<file path="src/rtl/operand_fetch_pkg.sv">
// Shared sizing for the operand-fetch stage and its bypass helper.
package operand_fetch_pkg;

  // Default register-file geometry: 32 registers of 32 bits.
  localparam int OF_REG_ADDR_SIZE = 5;
  localparam int OF_REG_SIZE      = 32;

endpackage

</file>
<file path="src/rtl/operand_fetch_wb_bypass.sv">
// Writeback compare-and-select: returns the writeback data when it targets
// the given register, otherwise the supplied operand value.
module operand_fetch_wb_bypass #(
  parameter int REG_ADDR_SIZE = 5,
  parameter int REG_SIZE      = 32
) (
  input  logic [REG_ADDR_SIZE-1:0] addr,
  input  logic [REG_SIZE-1:0]      data,
  input  logic                     wb_we,
  input  logic [REG_ADDR_SIZE-1:0] wb_rd,
  input  logic [REG_SIZE-1:0]      wb_data,
  output logic [REG_SIZE-1:0]      result
);

  // Register 0 is treated like any other register.
  assign result = (wb_we && (wb_rd == addr)) ? wb_data : data;

endmodule

</file>
<file path="src/rtl/operand_fetch.sv">
// Operand-fetch stage: issues registered reads to the register file,
// forwards writeback onto its write port, and returns operands that stay
// coherent with writebacks while the execute stage stalls.
module operand_fetch
  import operand_fetch_pkg::*;
#(
  parameter int REG_ADDR_SIZE = OF_REG_ADDR_SIZE,
  parameter int REG_SIZE      = OF_REG_SIZE
) (
  input  logic                     clk,
  input  logic                     reset_n,
  input  logic                     in_valid,
  output logic                     in_ready,
  input  logic [REG_ADDR_SIZE-1:0] in_rs1,
  input  logic [REG_ADDR_SIZE-1:0] in_rs2,
  input  logic [REG_ADDR_SIZE-1:0] in_rd,
  input  logic                     wb_we,
  input  logic [REG_ADDR_SIZE-1:0] wb_rd,
  input  logic [REG_SIZE-1:0]      wb_data,
  output logic [REG_ADDR_SIZE-1:0] rf_rs1,
  output logic [REG_ADDR_SIZE-1:0] rf_rs2,
  output logic                     rf_we,
  output logic [REG_ADDR_SIZE-1:0] rf_rd,
  output logic [REG_SIZE-1:0]      rf_indata,
  input  logic [REG_SIZE-1:0]      rf_rv1,
  input  logic [REG_SIZE-1:0]      rf_rv2,
  output logic                     out_valid,
  input  logic                     out_ready,
  output logic [REG_SIZE-1:0]      out_op1,
  output logic [REG_SIZE-1:0]      out_op2,
  output logic [REG_ADDR_SIZE-1:0] out_rd
);

  // S1: read in flight
  logic                     s1_valid_q, s1_valid_d;
  logic [REG_ADDR_SIZE-1:0] s1_rs1_q, s1_rs1_d;
  logic [REG_ADDR_SIZE-1:0] s1_rs2_q, s1_rs2_d;
  logic [REG_ADDR_SIZE-1:0] s1_rd_q, s1_rd_d;

  // S2: output register
  logic                     out_valid_q, out_valid_d;
  logic [REG_SIZE-1:0]      out_op1_q, out_op1_d;
  logic [REG_SIZE-1:0]      out_op2_q, out_op2_d;
  logic [REG_ADDR_SIZE-1:0] out_rd_q, out_rd_d;
  logic [REG_ADDR_SIZE-1:0] s2_rs1_q, s2_rs1_d;
  logic [REG_ADDR_SIZE-1:0] s2_rs2_q, s2_rs2_d;

  logic s2_free, advance, accept;
  logic [REG_SIZE-1:0] load_op1, load_op2, hold_op1, hold_op2;

  assign s2_free  = !out_valid_q || out_ready;
  assign advance  = s1_valid_q && s2_free;
  assign in_ready = !s1_valid_q || s2_free;
  assign accept   = in_valid && in_ready;

  // A stalled S1 keeps re-reading its own registers so late writes land.
  assign rf_rs1 = accept ? in_rs1 : s1_rs1_q;
  assign rf_rs2 = accept ? in_rs2 : s1_rs2_q;

  // The writeback bus is the register file's only write path.
  assign rf_we     = wb_we;
  assign rf_rd     = wb_rd;
  assign rf_indata = wb_data;

  assign out_valid = out_valid_q;
  assign out_op1   = out_op1_q;
  assign out_op2   = out_op2_q;
  assign out_rd    = out_rd_q;

  // Load path: catch a write on the same edge the registered read completes.
  operand_fetch_wb_bypass #(.REG_ADDR_SIZE(REG_ADDR_SIZE), .REG_SIZE(REG_SIZE)) u_load1 (
    .addr(s1_rs1_q), .data(rf_rv1), .wb_we(wb_we), .wb_rd(wb_rd), .wb_data(wb_data),
    .result(load_op1));
  operand_fetch_wb_bypass #(.REG_ADDR_SIZE(REG_ADDR_SIZE), .REG_SIZE(REG_SIZE)) u_load2 (
    .addr(s1_rs2_q), .data(rf_rv2), .wb_we(wb_we), .wb_rd(wb_rd), .wb_data(wb_data),
    .result(load_op2));

  // Hold path: keep held operands coherent with later writebacks.
  operand_fetch_wb_bypass #(.REG_ADDR_SIZE(REG_ADDR_SIZE), .REG_SIZE(REG_SIZE)) u_hold1 (
    .addr(s2_rs1_q), .data(out_op1_q), .wb_we(wb_we), .wb_rd(wb_rd), .wb_data(wb_data),
    .result(hold_op1));
  operand_fetch_wb_bypass #(.REG_ADDR_SIZE(REG_ADDR_SIZE), .REG_SIZE(REG_SIZE)) u_hold2 (
    .addr(s2_rs2_q), .data(out_op2_q), .wb_we(wb_we), .wb_rd(wb_rd), .wb_data(wb_data),
    .result(hold_op2));

  // Next-state for both stages from the handshake.
  always_comb begin
    s1_valid_d  = s1_valid_q;
    s1_rs1_d    = s1_rs1_q;
    s1_rs2_d    = s1_rs2_q;
    s1_rd_d     = s1_rd_q;
    out_valid_d = out_valid_q;
    out_op1_d   = out_op1_q;
    out_op2_d   = out_op2_q;
    out_rd_d    = out_rd_q;
    s2_rs1_d    = s2_rs1_q;
    s2_rs2_d    = s2_rs2_q;

    if (accept) begin
      s1_valid_d = 1'b1;
      s1_rs1_d   = in_rs1;
      s1_rs2_d   = in_rs2;
      s1_rd_d    = in_rd;
    end else if (advance) begin
      s1_valid_d = 1'b0;
    end

    if (advance) begin
      out_valid_d = 1'b1;
      out_op1_d   = load_op1;
      out_op2_d   = load_op2;
      out_rd_d    = s1_rd_q;
      s2_rs1_d    = s1_rs1_q;
      s2_rs2_d    = s1_rs2_q;
    end else if (out_valid_q && out_ready) begin
      out_valid_d = 1'b0;
    end else if (out_valid_q) begin
      out_op1_d = hold_op1;
      out_op2_d = hold_op2;
    end
  end

  // State registers; reset discards any in-flight request.
  always_ff @(posedge clk or negedge reset_n) begin
    if (!reset_n) begin
      s1_valid_q  <= 1'b0;
      s1_rs1_q    <= '0;
      s1_rs2_q    <= '0;
      s1_rd_q     <= '0;
      out_valid_q <= 1'b0;
      out_op1_q   <= '0;
      out_op2_q   <= '0;
      out_rd_q    <= '0;
      s2_rs1_q    <= '0;
      s2_rs2_q    <= '0;
    end else begin
      s1_valid_q  <= s1_valid_d;
      s1_rs1_q    <= s1_rs1_d;
      s1_rs2_q    <= s1_rs2_d;
      s1_rd_q     <= s1_rd_d;
      out_valid_q <= out_valid_d;
      out_op1_q   <= out_op1_d;
      out_op2_q   <= out_op2_d;
      out_rd_q    <= out_rd_d;
      s2_rs1_q    <= s2_rs1_d;
      s2_rs2_q    <= s2_rs2_d;
    end
  end

endmodule
</file>
<file path="config.mk">
export PLATFORM = sky130hd
export DESIGN_NAME = operand_fetch
export DESIGN_NICKNAME = d
export VERILOG_FILES = /design/src/rtl/operand_fetch_pkg.sv /design/src/rtl/operand_fetch_wb_bypass.sv /design/src/rtl/operand_fetch.sv
export SDC_FILE = /design/constraint.sdc
export NUM_CORES = 1
export LEC_CHECK = 0
export CORE_AREA = 3 3 91 93
export DETAILED_ROUTE_END_ITERATION = 7
export DIE_AREA = 0 0 94 96
export DONT_BUFFER_PORTS = 1
export MAX_ROUTING_LAYER = met4
export PLACE_DENSITY = 0.81
export SETUP_SLACK_MARGIN = 0.02
export SLEW_MARGIN = 40
export SYNTH_ARGS = -nofsm -noshare
export SYNTH_HDL_FRONTEND = slang
export SYNTH_SLANG_ARGS = --single-unit
</file>
<file path="constraint.sdc">
create_clock -name clk -period 4 [get_ports clk]
set_clock_uncertainty 0.1 [all_clocks]
set_input_delay 0.8 -clock clk [delete_from_list [all_inputs] [get_ports clk]]
set_output_delay 0.8 -clock clk [all_outputs]
set_load 0.05 [all_outputs]
</file>
### Clock wires, drivers and flops, run 1

The bar under the picture is 20 microns long.
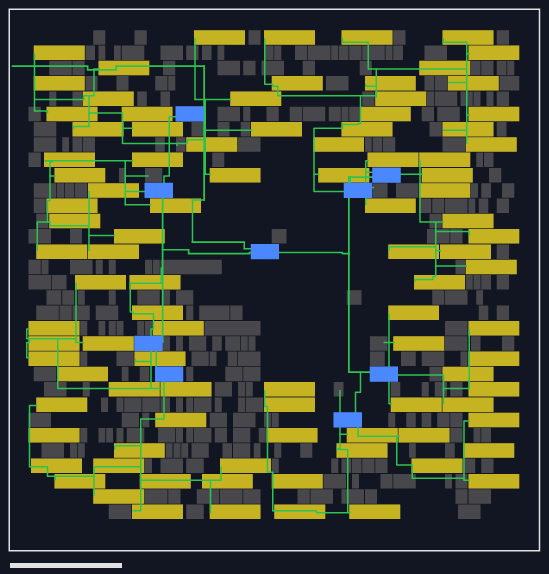
- flip-flops: yellow (count 96)
- clock wires: green (length 968 microns)
- cells driving clock nets: blue (count 9)
- routed clock nets: 10

### Metal layers overlaid, run 1

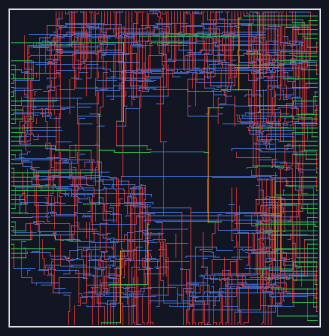
- met4: orange (wire length 223 microns)
- met3: green (wire length 1040 microns)
- met2: red (wire length 5520 microns)
- met1: blue (wire length 4230 microns)

==> flow_summary.ini, run 1 <==
; synthesis and place-and-route metrics
[cells_and_area]
final_util_pct = 59.24
logic_gates = 232
final_cells = 485
clk_share_pct = 4.303
layout.cells.most_common = dfrtp_1
seq_share_pct = 53.30

[yosys]
ys_seq_share_pct = 53.26
syn-num-nets = 541

[critical_path]
worstPathRequired_ns = 3.10
crit_family = flip-flops
crit_chain = nand3b_1, buf_4, nand2_1, mux2_2

[power_and_ir_drop]
p_sw_mw = 1.198
pg_comb_uw = 449
sequentialPowerShare_pct = 62.5
power_frac_clock_pct = 21.6
p_per_area_nw_per_um2 = 626.5

[sta]
fmax_ghz = 0.2998
timing.hold.ws_ns = 0.03200
relSlewSlack_pct = 53.04

[global_routing]
grt_pass1_wl_microns = 16080
grt_busiest_layer = met2

[cts]
cts_buffers = 9
cts_setup_buffers = 0

[floorplanning]
core_sq_um = 7607
taps = 102

[status]
status = finished clean

[run]
cap_viol_max_count = 0

[drt]
drt.antenna.violating_nets = 0
### Logic cells by family, run 1

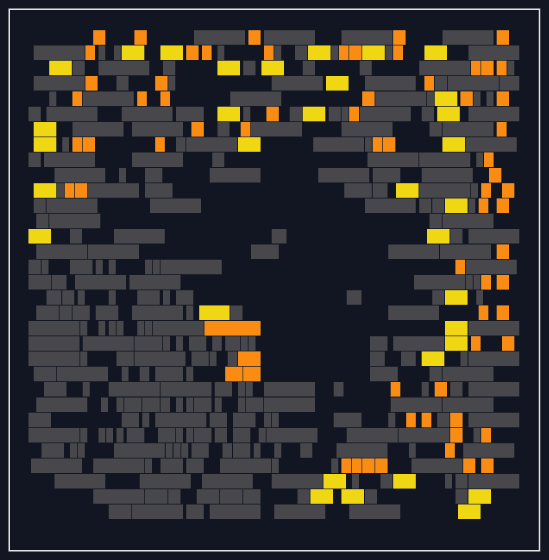
- inverting AOI/OAI gates: orange (cells 68; where widely spread)
- AND-OR and OR-AND gates: yellow (cells 33; where widely spread)

### Clock nets, run 1

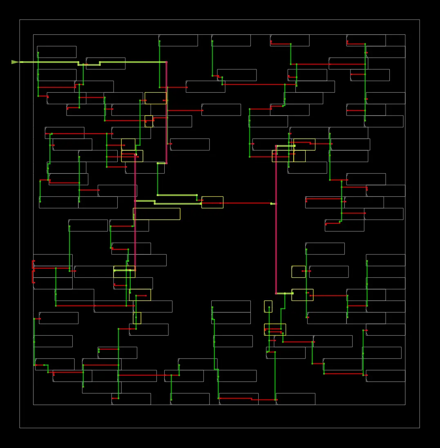
clk pwr: 610 uW
Clk Latency, worst-skew pair: 0.34 ns

### Port wiring, run 1

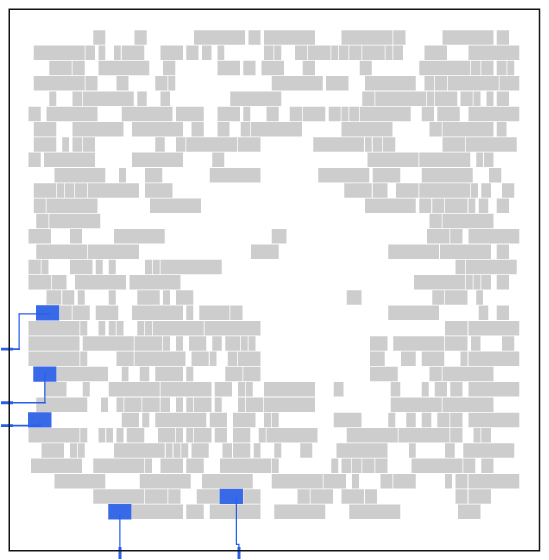

## Run 2: what changed since run 1
Settings changed: CORE_AREA 3 3 91 93 to 3 3 93 95, DIE_AREA 0 0 94 96 to 0 0 96 98.
Clock period 4 ns to 2.7 ns, I/O delays scaled along.
### Port wiring, run 2

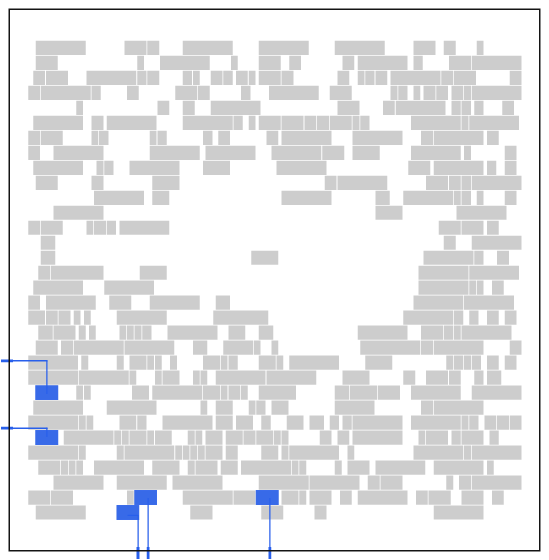
- in_rs1: blue (bits 5; direction input; end cells 5; buffers 0; wire 45.7 microns)

==> run 2 against run 1 <==
  * The run now ends with negative hold slack left
  * Worst hold slack lost 0.26 ns
  * Die size grew 4.3%
  * Register-to-register slack lost 0.68 ns
  * Non-clock buffer count grew 2
  * Critical path type unchanged
  * Largest power group unchanged
  * Highest routed layer unchanged
==> flow_summary.ini, run 2 <==
; synthesis and place-and-route metrics
[sta]
hold_viol_final = 96
timing.hold.ws_ns = -0.2233
fmax_ghz = 0.4299
relSlewSlack_pct = 49.93

[power_and_ir_drop]
pg_comb_uw = 679
p_sw_mw = 1.782
power_frac_clock_pct = 22.1
leakagePower_nw = 1.947
sequentialPowerShare_pct = 61.8
p_clk_uw = 934

[drt]
drt.antenna.violating_nets = 0
drt-pass1-iter-count = 4

[cts]
cts_buffers = 9
h-tree-depth = 3
cts_setup_buffers = 0
worstSkewPairLatency_ns = 0.35

[critical_path]
crit_family = multiplexers
crit_chain = nand3b_1, nand2_2, mux2_2
path_buffers = 0
worstPathRequired_ns = 2.06
start_kind = flip-flop

[cells_and_area]
final_cells = 486
seq_share_pct = 52.91
layout.cells.most_common = dfrtp_1
clk_share_pct = 4.269
logic_gates = 232
final_util_pct = 58.19

[status]
status = complete, but fails checks
violations = negative hold slack

[floorplanning]
taps = 102
core_sq_um = 7807

[yosys]
adder_share_pct = 0
ys_seq_share_pct = 53.26
avgSynthCellArea_sq_um = 10.74

[global_routing]
grt_pass1_wl_microns = 17410
grt_pass1_vias = 3273
grt_busiest_layer = met2
## Run 3: what changed since run 2
Settings changed: ABC_CLOCK_PERIOD_IN_PS from default to 2700, RECOVER_POWER from default to 25.
### Clock wires, drivers and flops, run 3

The bar under the picture is 20 microns long.
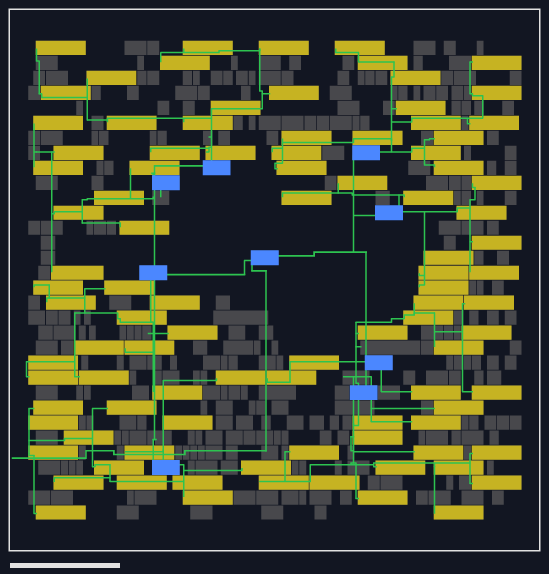
- cells driving clock nets: blue (count 9)
- flip-flops: yellow (count 96)
- clock wires: green (length 1090 microns)
- flops lie: widely spread

==> run 3 against run 2 <==
  * The flow still finishes with violations (negative hold slack)
  * Design area unchanged
  * Worst hold slack unchanged
  * Power unchanged
  * Clock power about the same
  * First-iteration DRC count unchanged
  * Global-route usage unchanged
  * Maximum frequency unchanged
  * Critical path type unchanged
  * Critical endpoint unchanged
  * Largest power group unchanged
==> flow_summary.ini, run 3 <==
; synthesis and place-and-route metrics
[power_and_ir_drop]
p_clk_uw = 934
power_frac_clock_pct = 22.1
p_per_area_nw_per_um2 = 928.7
p_sw_mw = 1.782
leakagePower_nw = 1.947
sequentialPowerShare_pct = 61.8

[global_routing]
grt_pass1_vias = 3273
grt_pass1_wl_microns = 17410
grt_busiest_layer = met2

[critical_path]
worstPathRequired_ns = 2.06
crit_family = multiplexers
crit_chain = nand3b_1, nand2_2, mux2_2

[yosys]
ys_seq_share_pct = 53.26
avgSynthCellArea_sq_um = 10.74
syn-num-nets = 541

[sta]
relSlewSlack_pct = 49.93
timing.hold.ws_ns = -0.2233
hold_viol_final = 96

[cells_and_area]
layout.cells.most_common = dfrtp_1
seq_share_pct = 52.91
logic_gates = 232
final_cells = 486

[cts]
cts_buffers = 9
cts_setup_buffers = 0

[run]
cap_viol_max_count = 0

[status]
status = complete, but fails checks
violations = negative hold slack

[floorplanning]
taps = 102
Power figures rest on the tool's default switching activity, not on a simulated workload.
